### config.mk
export PLATFORM = sky130hd
export DESIGN_NAME = comp_distance
export DESIGN_NICKNAME = d
export VERILOG_FILES = /design/src/rtl/comp_distance.sv
export SDC_FILE = /design/constraint.sdc
export NUM_CORES = 1
export LEC_CHECK = 0
export ABC_AREA = 1
export CAP_MARGIN = 5
export CORE_MARGIN = 5
export CORE_UTILIZATION = 50
export CTS_CLUSTER_DIAMETER = 200
export CTS_CLUSTER_SIZE = 20
export DETAILED_ROUTE_END_ITERATION = 7
export GPL_TIMING_DRIVEN = 0
export PLACE_DENSITY = 0.71
export SLEW_MARGIN = 25
export SYNTH_ARGS = -nofsm -noshare
export SYNTH_HDL_FRONTEND = slang
export SYNTH_SLANG_ARGS = --single-unit
export TNS_END_PERCENT = 30
### constraint.sdc
create_clock -name clk -period 13.25 [get_ports clk]
set_input_delay 2.65 -clock clk [delete_from_list [all_inputs] [get_ports clk]]
set_output_delay 2.65 -clock clk [all_outputs]
set_load 0.01 [all_outputs]
### src/rtl/comp_distance.sv
// comp_distance
//
// Fitness helper for the genetic route optimiser. Computes the total
// Manhattan length of a closed tour through N_POINTS points packed into one
// chromosome word. The whole sum is combinational (per-segment
// compare-and-subtract, then an adder tree) and the result is registered,
// so there is one clock of latency and a new result every cycle.
//
// Gene i occupies in[GENE_W*i +: GENE_W]; the upper COORD_W bits are x and
// the lower COORD_W bits are y, both unsigned. The tour is closed: the last
// gene connects back to gene 0.
//
// Ports:
//   clk        rising-edge clock
//   rst_n      synchronous, active-low reset
//   in         chromosome, N_POINTS genes of 2*COORD_W bits each
//   out        registered total tour distance, zero-extended to OUT_W bits
//   out_valid  high when out holds a result computed from a sampled in
//
// Flow control: there is no handshake and no ready. out_valid is a
// valid-only qualifier that rises at the first clock edge after reset is
// released and stays high until the next reset; every cycle is an
// independent computation and the consumer cannot stall it.
//
// The adder tree has four levels, so it serves up to 16 points; unused
// leaves are tied to zero.

module comp_distance #(
  parameter int N_POINTS = 15,
  parameter int COORD_W  = 5,
  parameter int OUT_W    = 13
) (
  input  logic                            clk,
  input  logic                            rst_n,
  input  logic [N_POINTS*2*COORD_W-1:0]   in,
  output logic [OUT_W-1:0]                out,
  output logic                            out_valid
);

  localparam int GENE_W = 2 * COORD_W;
  // |dx| + |dy| needs one bit more than a coordinate; keep a spare bit.
  localparam int SEG_W  = COORD_W + 2;
  localparam int LEAVES = 16;

  // Unsigned absolute difference as larger minus smaller.
  function automatic logic [COORD_W-1:0] abs_diff(
    input logic [COORD_W-1:0] a,
    input logic [COORD_W-1:0] b
  );
    if (a >= b) begin
      abs_diff = a - b;
    end else begin
      abs_diff = b - a;
    end
  endfunction

  logic [COORD_W-1:0] x [N_POINTS];
  logic [COORD_W-1:0] y [N_POINTS];
  logic [SEG_W-1:0]   seg [N_POINTS];

  logic [OUT_W-1:0]   lvl0 [LEAVES];
  logic [OUT_W-1:0]   lvl1 [LEAVES/2];
  logic [OUT_W-1:0]   lvl2 [LEAVES/4];
  logic [OUT_W-1:0]   lvl3 [LEAVES/8];
  logic [OUT_W-1:0]   total;

  logic [OUT_W-1:0]   out_d;
  logic [OUT_W-1:0]   out_q;
  logic               out_valid_d;
  logic               out_valid_q;

  // Unpack coordinates.
  always_comb begin
    for (int i = 0; i < N_POINTS; i++) begin
      x[i] = in[GENE_W*i+COORD_W +: COORD_W];
      y[i] = in[GENE_W*i         +: COORD_W];
    end
  end

  // Segment lengths; the last point wraps to point 0 to close the tour.
  always_comb begin
    for (int i = 0; i < N_POINTS; i++) begin
      seg[i] = SEG_W'(abs_diff(x[i], x[(i + 1) % N_POINTS]))
             + SEG_W'(abs_diff(y[i], y[(i + 1) % N_POINTS]));
    end
  end

  // Leaves of the adder tree, zero-extended to the output width.
  always_comb begin
    for (int i = 0; i < LEAVES; i++) begin
      lvl0[i] = '0;
    end
    for (int i = 0; i < N_POINTS; i++) begin
      lvl0[i] = OUT_W'(seg[i]);
    end
  end

  // Balanced pairwise reduction, one stage per level.
  always_comb begin
    for (int i = 0; i < LEAVES/2; i++) begin
      lvl1[i] = lvl0[2*i] + lvl0[2*i+1];
    end
  end

  always_comb begin
    for (int i = 0; i < LEAVES/4; i++) begin
      lvl2[i] = lvl1[2*i] + lvl1[2*i+1];
    end
  end

  always_comb begin
    for (int i = 0; i < LEAVES/8; i++) begin
      lvl3[i] = lvl2[2*i] + lvl2[2*i+1];
    end
  end

  // Maximum total is 62 * 15 = 930, well inside OUT_W bits: no saturation.
  assign total = lvl3[0] + lvl3[1];

  always_comb begin
    out_d       = total;
    out_valid_d = 1'b1;
  end

  always_ff @(posedge clk) begin
    if (!rst_n) begin
      out_q       <= '0;
      out_valid_q <= 1'b0;
    end else begin
      out_q       <= out_d;
      out_valid_q <= out_valid_d;
    end
  end

  assign out       = out_q;
  assign out_valid = out_valid_q;

endmodule

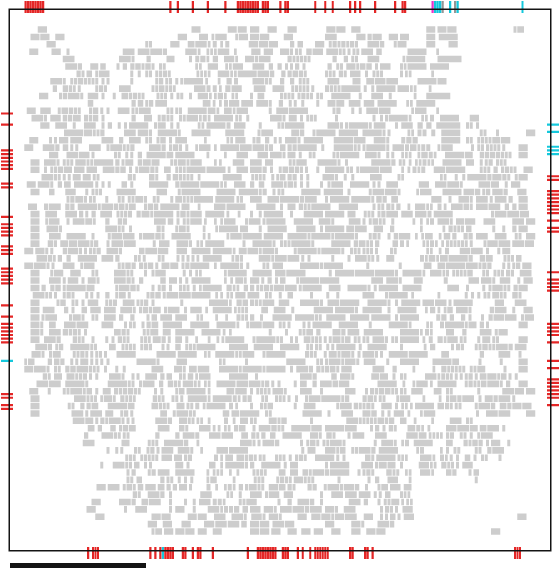
Fig. 1. Pin map.
Bar = 50 um. Pins as bars across the die edge, other pins in grey.
Cyan is `out`, pins 13, direction output, edge 6 top, 5 right, 1 bottom, 1 left. Magenta is `clk`, pins 1, direction input, edge top. Red is `in`, pins 150, direction input, edge 46 bottom, 38 top, 35 left, 31 right.
port bufs: 162
die height: 199 um

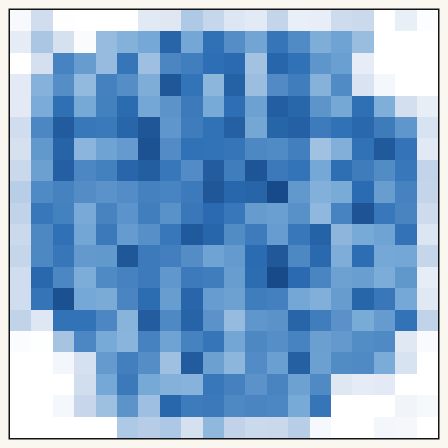
Fig. 2. Cell area per tile.
20 x 20 tiles, from white (low) to dark blue (high), 0 to 100% covered.
9.2% of the tiles are nearly empty. The fullest tile reaches 90%. The mean over all tiles is 49%. The densest ninth of the die: centre. 14% of the tiles are over 75% full.
core area: 35,400 um^2
final core utilization: 56.9%
Core Util at FP: 50.4%

==> summary.txt <==
run metrics: status complete, no violations, arrival time of the worst setup path a little over 10 ns, Rows ~69, DIE WIDTH around 200 um, Max Cap Violations 0, die area ~40,000 um^2, CTS Hold Bufs 0, number of flip-flops in the largest register 10, Mapped Area approximately 18,000 um^2, Synth Warn # 0, Slew HR between 60% and 70%, vias in the first global route around 16,000, sequential area share after synthesis 1.23%, met1 usage 31.9%, mux share 0%, share of layout cells above drive strength 1 under 10%, M1 WL 21,600 um, CP required around 13 ns, setup bufs post-CTS 0, hold depth 1, Critical Path Source Type input pin, Bufs on Longest Clock Path 2, Fin. Hold Viols 0, # Cells Yosys ~2,600, tool warnings ~150, drc violations 0, total CTS buffers 3, Mean Syn Cell Area between 6 and 7 um^2, Tot GR Track Use a little under a quarter, Clock transition at path regs ~0.04 ns, CP Class in2reg, Iteration-0 DRC Markers about 760, ant diodes 0, Placed Instances ~3,200, final slew viol count 0, Resized cells post-CTS 0, finished layout cell area about 20,000 um^2, and+or+nand+nor area frac approximately 30%, first-pass GRT wire length just under 80,000 um, routed length per instance around 15 um, Synth Area in Adders between 40% and 50%, CTS root buffer clkbuf_16, GR peak layer met2, RSZ-0062 raised after global routing false, Final min period roughly 10 ns, Non-Filler Instances around 3,200, final setup fails 0, placed instance area approximately 20,000 um^2, CTS HTree Levels 1, CP endpoint kind register, Hold Path Sink out_valid, DRT antenna net count 0, largest net degree at the start of global routing 11, Fmax a little under 100 MHz, Sink Count 11, fin crit share between 70% and 80%, Sum Neg Setup Slack 0 ns, initial antenna violation count 0, Final Net Count ~3,400, CP max FO 5, Async SR Flop Fraction 0%, Vias approximately 16,000, GPL Wtd Cong between 0.9 and 1, final wirelength around 47,000 um, hold slack about 2.9 ns, M2 GR Usage 42.9%, yosys aoi share roughly 5.7%, uppermost layer routed met4, Top Layout Cells nand2_1 (703), inv_1 (588), ha_1 (303), most frequent logic cell in the layout nand2_1, CTS tree done, Layout area overhead 12.8%, Hold Crit Start rst_n, yosys synthesis chip area 17,900 um^2, pre-CTS WS about 3.0 ns, worst setup margin 3.15 ns, Most common reg cell dfxtp_1, worst hold path class in2reg, First-pass DRT Iterations 5, I/O Pins about 170, worst-margin pin slew 0.501 ns, Filler cells approximately 3,400, total length of routed met2 wires 23,100 um, GR Layer Usage met3 0.576%, Unique cell types 32, Main logic family adder cells, Congestion Overflow GR 0, wire length on met3 between 1000 and 1500 um, routed vias/inst 4.95, Final HPWL DP roughly 43,000 um, flip-flops with a built-in enable 0, post-synthesis instance total around 2,600, Registers, synthesis 11, yosys xor share about 4.3%
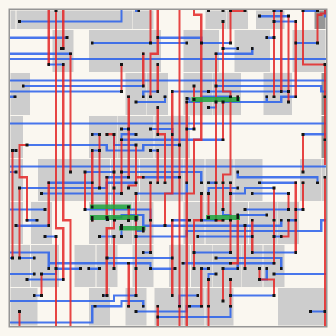
Fig. 3. Close-up of the layout.
Window x 139 to 159, y 139 to 159 um. Cells in grey, sequential cells in the stronger grey; small squares are vias.
Red is M2. Blue is M1. Green is M3.
46 logic cells have their middle in the window. Sequential cells in the window: 0. Most frequent: inv_1 (11), nand2_1 (9), a21oi_1 (6).

## cell usage after synthesis, types with 24 or more instances
master,instances,share of area (%)
nor2_1,36,0.76
xor2_1,66,3.2
fa_1,194,22
nand4_1,43,1.5
o21ai_1,32,0.90
nand3_1,143,4.0
o21ai_0,24,0.67
inv_2,40,0.84
nand2_2,60,2.1
inv_1,588,12
nand2_1,703,15
a21oi_1,91,2.6
nor2_4,51,3.2
ha_1,303,21
## layout make-up
class / instances / area, um^2 / share of cell area (%)
inverter: 630 / 2360 / 11.7
sequential: 11 / 220 / 1.09
clock buffer: 4 / 78.8 / 0.391
multi-input combinational: 1878 / 14800 / 73.6
tap: 461 / 577 / 2.86
buffer: 57 / 464 / 2.31
timing repair buffer: 162 / 1620 / 8.05
## how the worst max path moves through the flow
stage	from	end	slack (ns)	depth (start not counted)
floorplan	in[37]	out[6]	4.24	28
finish	in[41]	out[6]	3.15	28
CTS	in[41]	out[6]	3.22	28
detailed placement	in[41]	out[6]	2.98	28
global placement	in[56]	out[6]	3.08	28
global route	in[41]	out[6]	2.81	28
## worst max-delay path, stage by stage
cell and delay [ns]:
clkdlybuf4s50_1 0.75, inv_1 0.28, ha_1 0.37, nand2_1 0.10
inv_1 0.07, nand2_1 0.06, nand2_1 0.07, nand2_1 0.07
nand2_2 0.08, o21ai_0 0.24, fa_1 0.49, fa_1 0.55
inv_1 0.07, fa_1 0.52, fa_1 0.47, fa_1 0.55
fa_1 0.57, inv_1 0.06, fa_1 0.52, fa_1 0.55
inv_1 0.04, ha_1 0.22, fa_1 0.38, nand2_1 0.11
nand2_1 0.07, and2_1 0.15, o21ai_1 0.11, a21oi_1 0.05
